### config.mk
export PLATFORM = sky130hd
export DESIGN_NAME = trigger_capture
export DESIGN_NICKNAME = d
export VERILOG_FILES = /design/src/rtl/trigger_capture_pkg.sv /design/src/rtl/trig_detect.sv /design/src/rtl/trigger_capture.sv
export SDC_FILE = /design/constraint.sdc
export NUM_CORES = 1
export LEC_CHECK = 0
export CELL_PAD_IN_SITES_DETAIL_PLACEMENT = 1
export CELL_PAD_IN_SITES_GLOBAL_PLACEMENT = 1
export CORE_MARGIN = 8
export CORE_UTILIZATION = 41
export CTS_CLUSTER_DIAMETER = 120
export DETAILED_ROUTE_END_ITERATION = 16
export PLACE_DENSITY_LB_ADDON = 0.08
export SYNTH_ARGS = -nofsm -noshare
export SYNTH_HDL_FRONTEND = slang
export SYNTH_HIERARCHICAL = 1
export SYNTH_SLANG_ARGS = --single-unit
### constraint.sdc
create_clock -name clk_i -period 3.7 [get_ports clk_i]
set_input_delay 0.74 -clock clk_i [delete_from_list [all_inputs] [get_ports clk_i]]
set_output_delay 0.74 -clock clk_i [all_outputs]
set_load 0.02 [all_outputs]
### src/rtl/trigger_capture_pkg.sv
// Shared types and constants for the trigger/capture write-side stage.
package trigger_capture_pkg;

  typedef enum logic [2:0] {
    StIdle,
    StPreFill,
    StWaitTrig,
    StPostFill,
    StDone
  } state_e;

  localparam logic SLOPE_RISING  = 1'b0;
  localparam logic SLOPE_FALLING = 1'b1;

endpackage

### src/rtl/trig_detect.sv
// Level-crossing detector: remembers the previous accepted sample and flags a crossing
// between it and the current sample.
module trig_detect
  import trigger_capture_pkg::*;
#(
  parameter int unsigned DATA_WIDTH = 12
) (
  input  logic                  clk_i,
  input  logic                  rst_i,
  input  logic                  clear_i,
  input  logic                  accept_i,
  input  logic [DATA_WIDTH-1:0] sample_i,
  input  logic [DATA_WIDTH-1:0] level_i,
  input  logic                  slope_i,
  output logic                  trig_hit_o
);

  logic [DATA_WIDTH-1:0] prev_q;
  logic                  prev_valid_q;

  always_ff @(posedge clk_i or posedge rst_i) begin
    if (rst_i) begin
      prev_q       <= '0;
      prev_valid_q <= 1'b0;
    end else if (clear_i) begin
      prev_q       <= '0;
      prev_valid_q <= 1'b0;
    end else if (accept_i) begin
      prev_q       <= sample_i;
      prev_valid_q <= 1'b1;
    end
  end

  // A sample equal to the level only counts as the second half of a crossing pair.
  always_comb begin
    trig_hit_o = 1'b0;
    if (prev_valid_q) begin
      if (slope_i == SLOPE_RISING) begin
        trig_hit_o = (prev_q < level_i) && (sample_i >= level_i);
      end else begin
        trig_hit_o = (prev_q > level_i) && (sample_i <= level_i);
      end
    end
  end

endmodule

### src/rtl/trigger_capture.sv
// Write side of the sample FIFO RAM: captures a pre/post-trigger record into a circular
// buffer and reports where the trigger and the oldest sample landed.
module trigger_capture
  import trigger_capture_pkg::*;
#(
  parameter int unsigned DATA_WIDTH = 12,
  parameter int unsigned MEM_SIZE   = 256,
  parameter int unsigned ADDR_WIDTH = 8
) (
  input  logic                  clk_i,
  input  logic                  rst_i,
  input  logic                  arm_i,
  input  logic                  abort_i,
  input  logic                  sample_valid_i,
  input  logic [DATA_WIDTH-1:0] sample_i,
  input  logic [DATA_WIDTH-1:0] trig_level_i,
  input  logic                  trig_slope_i,
  input  logic [ADDR_WIDTH-1:0] pre_trig_i,
  output logic                  w_clk_en_o,
  output logic [ADDR_WIDTH-1:0] w_addr_o,
  output logic [DATA_WIDTH-1:0] w_data_o,
  output logic [ADDR_WIDTH-1:0] trig_addr_o,
  output logic [ADDR_WIDTH-1:0] start_addr_o,
  output logic                  busy_o,
  output logic                  done_o
);

  state_e                state_q, state_d;
  logic [ADDR_WIDTH-1:0] wr_ptr_q, wr_ptr_d;
  logic [ADDR_WIDTH-1:0] cnt_q, cnt_d;
  logic [ADDR_WIDTH-1:0] pre_q, pre_d;
  logic [ADDR_WIDTH-1:0] post_q, post_d;
  logic [ADDR_WIDTH-1:0] trig_addr_q, trig_addr_d;
  logic [ADDR_WIDTH-1:0] start_addr_q, start_addr_d;
  logic [DATA_WIDTH-1:0] level_q, level_d;
  logic                  slope_q, slope_d;
  logic                  w_en_q, w_en_d;
  logic [ADDR_WIDTH-1:0] w_addr_q, w_addr_d;
  logic [DATA_WIDTH-1:0] w_data_q, w_data_d;

  logic                  capturing;
  logic                  accept;
  logic                  arm_ok;
  logic                  trig_hit;
  logic [ADDR_WIDTH-1:0] pre_clamped;
  logic [ADDR_WIDTH-1:0] cnt_inc;
  logic [ADDR_WIDTH-1:0] ptr_inc;

  trig_detect #(
    .DATA_WIDTH(DATA_WIDTH)
  ) u_trig_detect (
    .clk_i     (clk_i),
    .rst_i     (rst_i),
    .clear_i   (arm_ok),
    .accept_i  (accept),
    .sample_i  (sample_i),
    .level_i   (level_q),
    .slope_i   (slope_q),
    .trig_hit_o(trig_hit)
  );

  always_comb begin
    capturing   = (state_q == StPreFill) || (state_q == StWaitTrig) || (state_q == StPostFill);
    // An abort cancels the sample presented alongside it.
    accept      = capturing && sample_valid_i && !abort_i;
    arm_ok      = arm_i && !abort_i && ((state_q == StIdle) || (state_q == StDone));
    pre_clamped = (32'(pre_trig_i) > MEM_SIZE - 1) ? ADDR_WIDTH'(MEM_SIZE - 1) : pre_trig_i;
    cnt_inc     = cnt_q + ADDR_WIDTH'(1);
    ptr_inc     = wr_ptr_q + ADDR_WIDTH'(1);
  end

  always_comb begin
    state_d      = state_q;
    wr_ptr_d     = wr_ptr_q;
    cnt_d        = cnt_q;
    pre_d        = pre_q;
    post_d       = post_q;
    trig_addr_d  = trig_addr_q;
    start_addr_d = start_addr_q;
    level_d      = level_q;
    slope_d      = slope_q;
    w_en_d       = accept;
    w_addr_d     = accept ? wr_ptr_q : w_addr_q;
    w_data_d     = accept ? sample_i : w_data_q;

    if (accept) begin
      wr_ptr_d = ptr_inc;
    end

    if (abort_i) begin
      state_d = StIdle;
    end else begin
      unique case (state_q)
        StIdle, StDone: begin
          if (arm_ok) begin
            pre_d    = pre_clamped;
            post_d   = ADDR_WIDTH'(MEM_SIZE - 1) - pre_clamped;
            level_d  = trig_level_i;
            slope_d  = trig_slope_i;
            wr_ptr_d = '0;
            cnt_d    = '0;
            state_d  = (pre_clamped != '0) ? StPreFill : StWaitTrig;
          end
        end
        StPreFill: begin
          if (accept) begin
            cnt_d = cnt_inc;
            if (cnt_inc == pre_q) begin
              state_d = StWaitTrig;
            end
          end
        end
        StWaitTrig: begin
          if (accept && trig_hit) begin
            trig_addr_d = wr_ptr_q;
            cnt_d       = '0;
            if (post_q != '0) begin
              state_d = StPostFill;
            end else begin
              state_d      = StDone;
              start_addr_d = ptr_inc;
            end
          end
        end
        StPostFill: begin
          if (accept) begin
            cnt_d = cnt_inc;
            if (cnt_inc == post_q) begin
              state_d      = StDone;
              start_addr_d = ptr_inc;
            end
          end
        end
        default: state_d = StIdle;
      endcase
    end
  end

  always_ff @(posedge clk_i or posedge rst_i) begin
    if (rst_i) begin
      state_q      <= StIdle;
      wr_ptr_q     <= '0;
      cnt_q        <= '0;
      pre_q        <= '0;
      post_q       <= '0;
      trig_addr_q  <= '0;
      start_addr_q <= '0;
      level_q      <= '0;
      slope_q      <= 1'b0;
      w_en_q       <= 1'b0;
      w_addr_q     <= '0;
      w_data_q     <= '0;
    end else begin
      state_q      <= state_d;
      wr_ptr_q     <= wr_ptr_d;
      cnt_q        <= cnt_d;
      pre_q        <= pre_d;
      post_q       <= post_d;
      trig_addr_q  <= trig_addr_d;
      start_addr_q <= start_addr_d;
      level_q      <= level_d;
      slope_q      <= slope_d;
      w_en_q       <= w_en_d;
      w_addr_q     <= w_addr_d;
      w_data_q     <= w_data_d;
    end
  end

  always_comb begin
    w_clk_en_o   = w_en_q;
    w_addr_o     = w_addr_q;
    w_data_o     = w_data_q;
    trig_addr_o  = trig_addr_q;
    start_addr_o = start_addr_q;
    busy_o       = capturing;
    done_o       = (state_q == StDone);
  end

endmodule
==> Changelog: implementation, run 1 <==
### Changed

- Antenna violations before repair: 0
- Buffer share of cell area: 0.148
- TritonCTS clock tree: done
- Number of flops mapped to enable cells by yosys: 0
- Clock sinks: 98
- P_leak: 3.07 nW
- Hold Crit Depth: 2
- Worst vdd ir: 0.000328 V
- Combinational share of cell area: 0.405
- Synth top cell by count: dfrtp_1
- Maximum clock path buffer count: 2
- RSZ-0062 raised after global routing: no
- Nets: 705
- Drt drc: 0
- Multi-input gates: 406
- Most frequent cells in the layout: dfrtp_1, nand2_1, clkdlybuf4s50_1
- Die area: 17100 µm²
- Leading cell kind: multi-input combinational cells
- Final WL: 14900 µm
- Slew Limit Fails: 0
- WHS Endpoint: w_addr_o[6]
- Tool warnings: 26
- TritonRoute pass-1 iters: 4
- Syn Nets: 616
- XOR Share, Synth: 0.0584
- Adder-cell share of the synthesized area: 0.0602
- Cell count in the Yosys report: 552
- GRT overflow: 0
- Minimum clock period: 3490 ps
- Pwr dens: 675 nW/µm²
- Min-delay src: w_addr_o[6]
- Num CTS Buffers: 9
- Via count: 4393
- Area fraction in mux cells: 0.0994
- Clock buffers: 13
- IO Port Bufs: 76
- Status: finished, final reports clean
- Avg Inst Size Synth: 9.78 µm²
- Complex Gates by Area: 0.0883
- Seq share, synth: 0.454
- Main logic family: simple AND/OR/NAND/NOR gates
- Worst setup EP type: flip-flop
==> run 1: worst max path at each step <==
stage | startpoint | end | slack [ps] | depth (start not counted)
after floorplan | sample_i[9] | state_q[2] | 340 | 12
after global placement | sample_i[9] | state_q[2] | -340 | 13
after detailed placement | sample_i[9] | state_q[2] | -430 | 13
after CTS | sample_i[9] | state_q[2] | 20 | 13
after global routing | sample_i[3] | state_q[1] | 6 | 14
final | sample_i[3] | state_q[1] | 210 | 14
==> run 1: per-stage QoR <==
| stage | instance area (µm²) | TNS [ps] | worst slack (ps) |
|---|---|---|---|
| 2_1_floorplan | 5400 | 0 | 344 |
| 3_3_place_gp | 6500 | -1010 | -335 |
| 3_5_place_dp | 6500 | -2030 | -425 |
| 4_1_cts | 6830 | 0 | 18.7 |
| 5_1_grt | 6870 | 0 | 6.24 |
| 6_report | 6870 | 0 | 214 |
==> run 1: layer usage <==
layer | share of wire | wire, µm | global-route usage
met1 | 0.44 | 6550 | 0.226
met4 | 0.016 | 232 | 0.0635
met5 | 0 | 0 | 0
met3 | 0.028 | 412 | 0.0381
met2 | 0.52 | 7660 | 0.326
==> run 1: state kept, by name (all words and copies together), names as in the netlist <==
signal,count
w_data_o,12
state_q,3
cnt_q,8
post_q,8
w_clk_en_o,1
u_trig_detect/prev_valid_q,1
slope_q,1
level_q,12
pre_q,8
trig_addr_o,8
wr_ptr_q,8
w_addr_o,8
start_addr_o,8
u_trig_detect/prev_q,12
==> run 1: power breakdown <==
group	internal, mW	switching, mW	total (mW)	leakage [nW]
Sequential	1.42	0.321	1.74	1.25
Combinational	0.904	1.00	1.90	1.66
Clock	0.582	0.413	0.995	0.152
Total	2.90	1.73	4.64	3.07
==> run_1/congestion.png <==
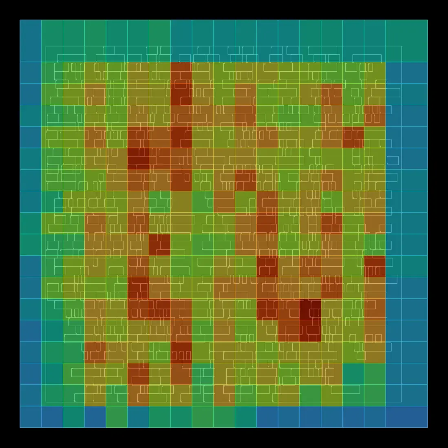
met2 Resource Use GR: 0.326
total global-route track usage: 0.187
wire per inst: 18.1 µm
Post-Route Utilization: 0.527
GR Util met3: 0.0381

==> run_1/layer_met1.png <==
The bar under the picture is 50 µm long. Supply wires on this layer in gray.
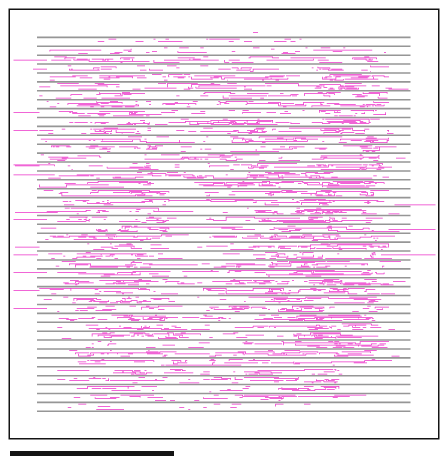
longest straight run: 34.0 µm
share of all routed wire: 44%
main direction: horizontal
nets with wire on the layer: 661

==> run_1/logic_types.png <==
The bar under the picture is 50 µm long.
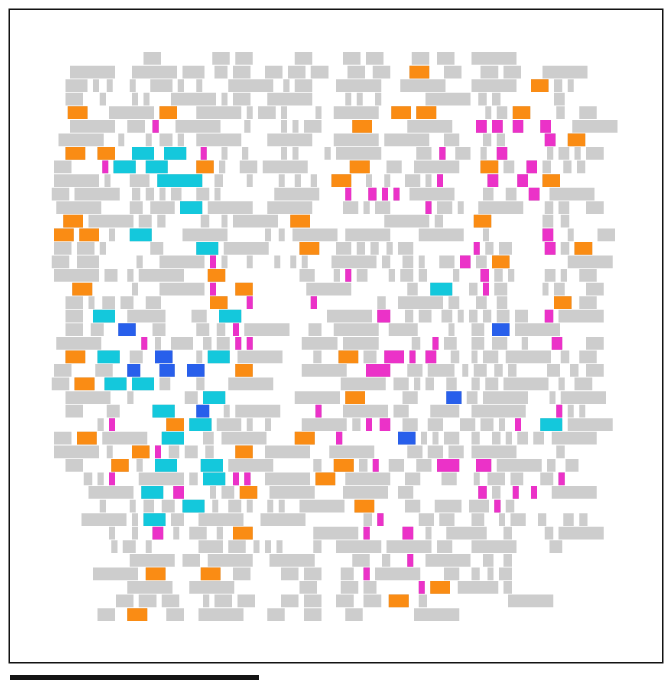
legend:
  magenta:
    family: nor cells
    cells: 70
  cyan:
    family: fa/ha/maj cells
    cells: 26
  orange:
    family: mux cells
    cells: 50
    where: all over the die
  blue:
    family: non-inverting ao/oa cells
    cells: 9

==> run 2, diff against run 1 <==
- SLEW_MARGIN: default -> 20
- clock period: 3.7 -> 3.4 ns (I/O delays scaled with it)
==> run_2/layer_met1.png <==
The bar under the picture is 50 µm long. Supply wires on this layer in gray.
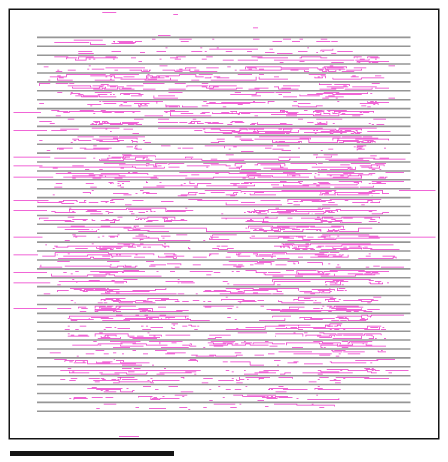
share of all routed wire: 43%
main direction: horizontal
longest straight run: 50.1 µm

==> Changelog: implementation, run 2 <==
### Changed

- Layout Area Growth over Synthesis: 28.8%
- Maximum clock path buffer count: 2 (unchanged)
- Yosys reg bits: 98
- Minimum clock period: 3250 ps
- Cell count in the Yosys report: 552 (unchanged)
- Arrival @ worst endpoint: 3470 ps
- Total global-route track usage: 0.192 (+0.00440)
- Largest net degree at the start of global routing: 47
- Final Hold Slack: 476 ps
- Worst vdd ir: 0.000343 V (+4.6%)
- Cells after synthesis: 552
- CP startpoint kind: flip-flop
- Num CTS Buffers: 9 (unchanged)
- Pwr dens: 734 nW/µm² (+8.6%)
- R2R setup slack: 150 ps
- Crit-path cells: inv_1, ha_1, nor2b_1, o211ai_1, a211oi_2, or4_4, o22ai_4, nor2b_4, o21ai_2, a2111oi_2, nand4_1, buf_4, buf_4, nand3_1, o311ai_1
- Met1 Use GR: 0.231 (+0.00573)
- IO Port Bufs: 76 (unchanged)
- TritonRoute pass-1 iters: 4 (unchanged)
- Status: finished, final reports clean
- FF-to-FF path depth: 15
- Critical path type: reg2reg
- WHS Endpoint: w_data_o[7]
- Wire per inst: 18.6 µm (+3.0%)
- Commonest register cell after synthesis: dfrtp_1
- M1 WL: 6680 µm (+2.0%)
- Worst Skew: 10.2 ps
- Number of flops mapped to enable cells by yosys: 0 (unchanged)
- Pwr Total: 5.11 mW
- Synth top cell by count: dfrtp_1
- Tool warnings: 26 (unchanged)
- Seq share, synth: 0.454 (unchanged)
- Floorplan core density: 0.414
- GR peak layer: met2
- CP max stage delay: 440 ps
- Bufs and invs on worst path: 3
- Most frequent logic cell in the layout: dfrtp_1
- Met3 wire length: 386 µm (-6.3%)
- Final Non-Filler Cells: 830
- Fmax achieved: 0.307 GHz
- Worst setup EP type: flip-flop
- Hold Crit Depth: 2 (unchanged)
- Final instance area: 6960 µm² (+1.3%)
- Reg-to-reg startpoint: level_q[1]
- FP Rows: 42
- Worst setup margin: 146 ps (-68.6 ps)
- TNS Setup: 0 ps (unchanged)
- Via count: 4447 (+1.2%)
- R2R Path End: state_q[1]
- Die Y: 131 µm
- Top cell type by total area after synthesis: dfrtp_1
- Worst slack at placement: -692 ps (-267 ps)
- Worst skew pair latency: 360 ps
- Top layer in use: met4
- Min-delay src: w_data_o[7]
- Gp weighted congestion: 0.822
- Worst Tran Pin Value: 869 ps
- TritonCTS clock tree: done
- Cell family with most CP delay: AND-OR/OR-AND gates
- Slew margin rel.: 0.421
- DP HPWL: 11100 µm
- Syn Nets: 616 (unchanged)
- GR Util met3: 0.0231 (-0.0150)
- Max-area cell share: 0.454
- Met2 routed wirelength: 8140 µm (+6.2%)
- Distinct lib cells used: 64
- P_leak: 3.12 nW (+1.8%)
- Die area: 17100 µm² (unchanged)
- GRT overflow: 0 (unchanged)
- Avg Inst Size Synth: 9.78 µm² (unchanged)
- Clock sinks: 98 (unchanged)
- Crit path required time: 3620 ps
- Most used cell, CP: buf_4
- Most frequent cells in the layout: dfrtp_1, nand2_1, clkdlybuf4s50_1
- Number of H-tree levels: 3
- Nets: 713 (+1.1%)
- Antenna-violating nets left: 0
- Synth top cells by count: dfrtp_1, nand2_1, nor2_1, a21oi_1, mux2_2
- Slew Limit Fails: 0 (unchanged)
- Met2 Resource Use GR: 0.342 (+0.0152)
- Post-Route Utilization: 0.534 (+0.00710)
- Final WL: 15400 µm (+4.0%)
- Clk slew on worst S/H paths: 70 ps
- Antenna violations before repair: 0 (unchanged)
- Drt drc: 0 (unchanged)
- DP Area: 6490 µm² (about the same)
==> run 2: cell counts after synthesis <==
Identical to the previous run, type by type.
==> run 2: cell type report <==
| class | instances | area, µm² |
|---|---|---|
| well taps | 176 | 220 |
| fillers | 1507 | 6070 |
| clock inverters | 4 | 27.5 |
| clock buffers | 12 | 246 |
| repair buffers | 113 | 1050 |
| inverters | 21 | 80.1 |
| multi-input cells | 406 | 2880 |
| flip-flops and latches | 98 | 2450 |
==> run 2: cell families after synthesis <==
group                      share of synthesized area
and+or+nand+nor                                0.203
DFF                                            0.454
AOI/OAI and AO/OA                             0.0883
muxes                                         0.0994
buffers and inverters                         0.0368
xor gates and xnor gates                      0.0584
adders and majority gates                     0.0602
==> run 2: worst register-to-register path: cells and delay by family, from the launching register on <==
family          cells  cell delay (ps)
compound gates      6             1120
simple gates        5              990
flops               1              390
buf+inv             3              370
fa+ha+maj           1              240
==> run 2: worst max-delay path by stage <==
stage / start / endpoint / depth (start not counted)
4_1_cts: sample_i[6] / state_q[2] / 13
2_1_floorplan: sample_i[9] / state_q[2] / 12
3_3_place_gp: sample_i[10] / state_q[2] / 13
3_5_place_dp: sample_i[9] / state_q[2] / 13
6_report: level_q[1] / state_q[1] / 15
5_1_grt: u_trig_detect/prev_q[1] / state_q[1] / 14
==> run 2: where the power goes <==
part | internal (mW) | switching (mW) | leakage [nW]
clock network | 0.516 | 0.458 | 0.125
registers | 1.54 | 0.353 | 1.25
logic | 1.07 | 1.17 | 1.74
total | 3.13 | 1.98 | 3.12
==> run 2: repair_timing <==
action	CTS	global route
buffers inserted	4	5
pin swaps	9	17
endpoints found under the hold margin	0	0
gates resized	10	28
endpoints found under the setup margin	6	16
No activity file was given, so power comes from the tool's default toggle rates.
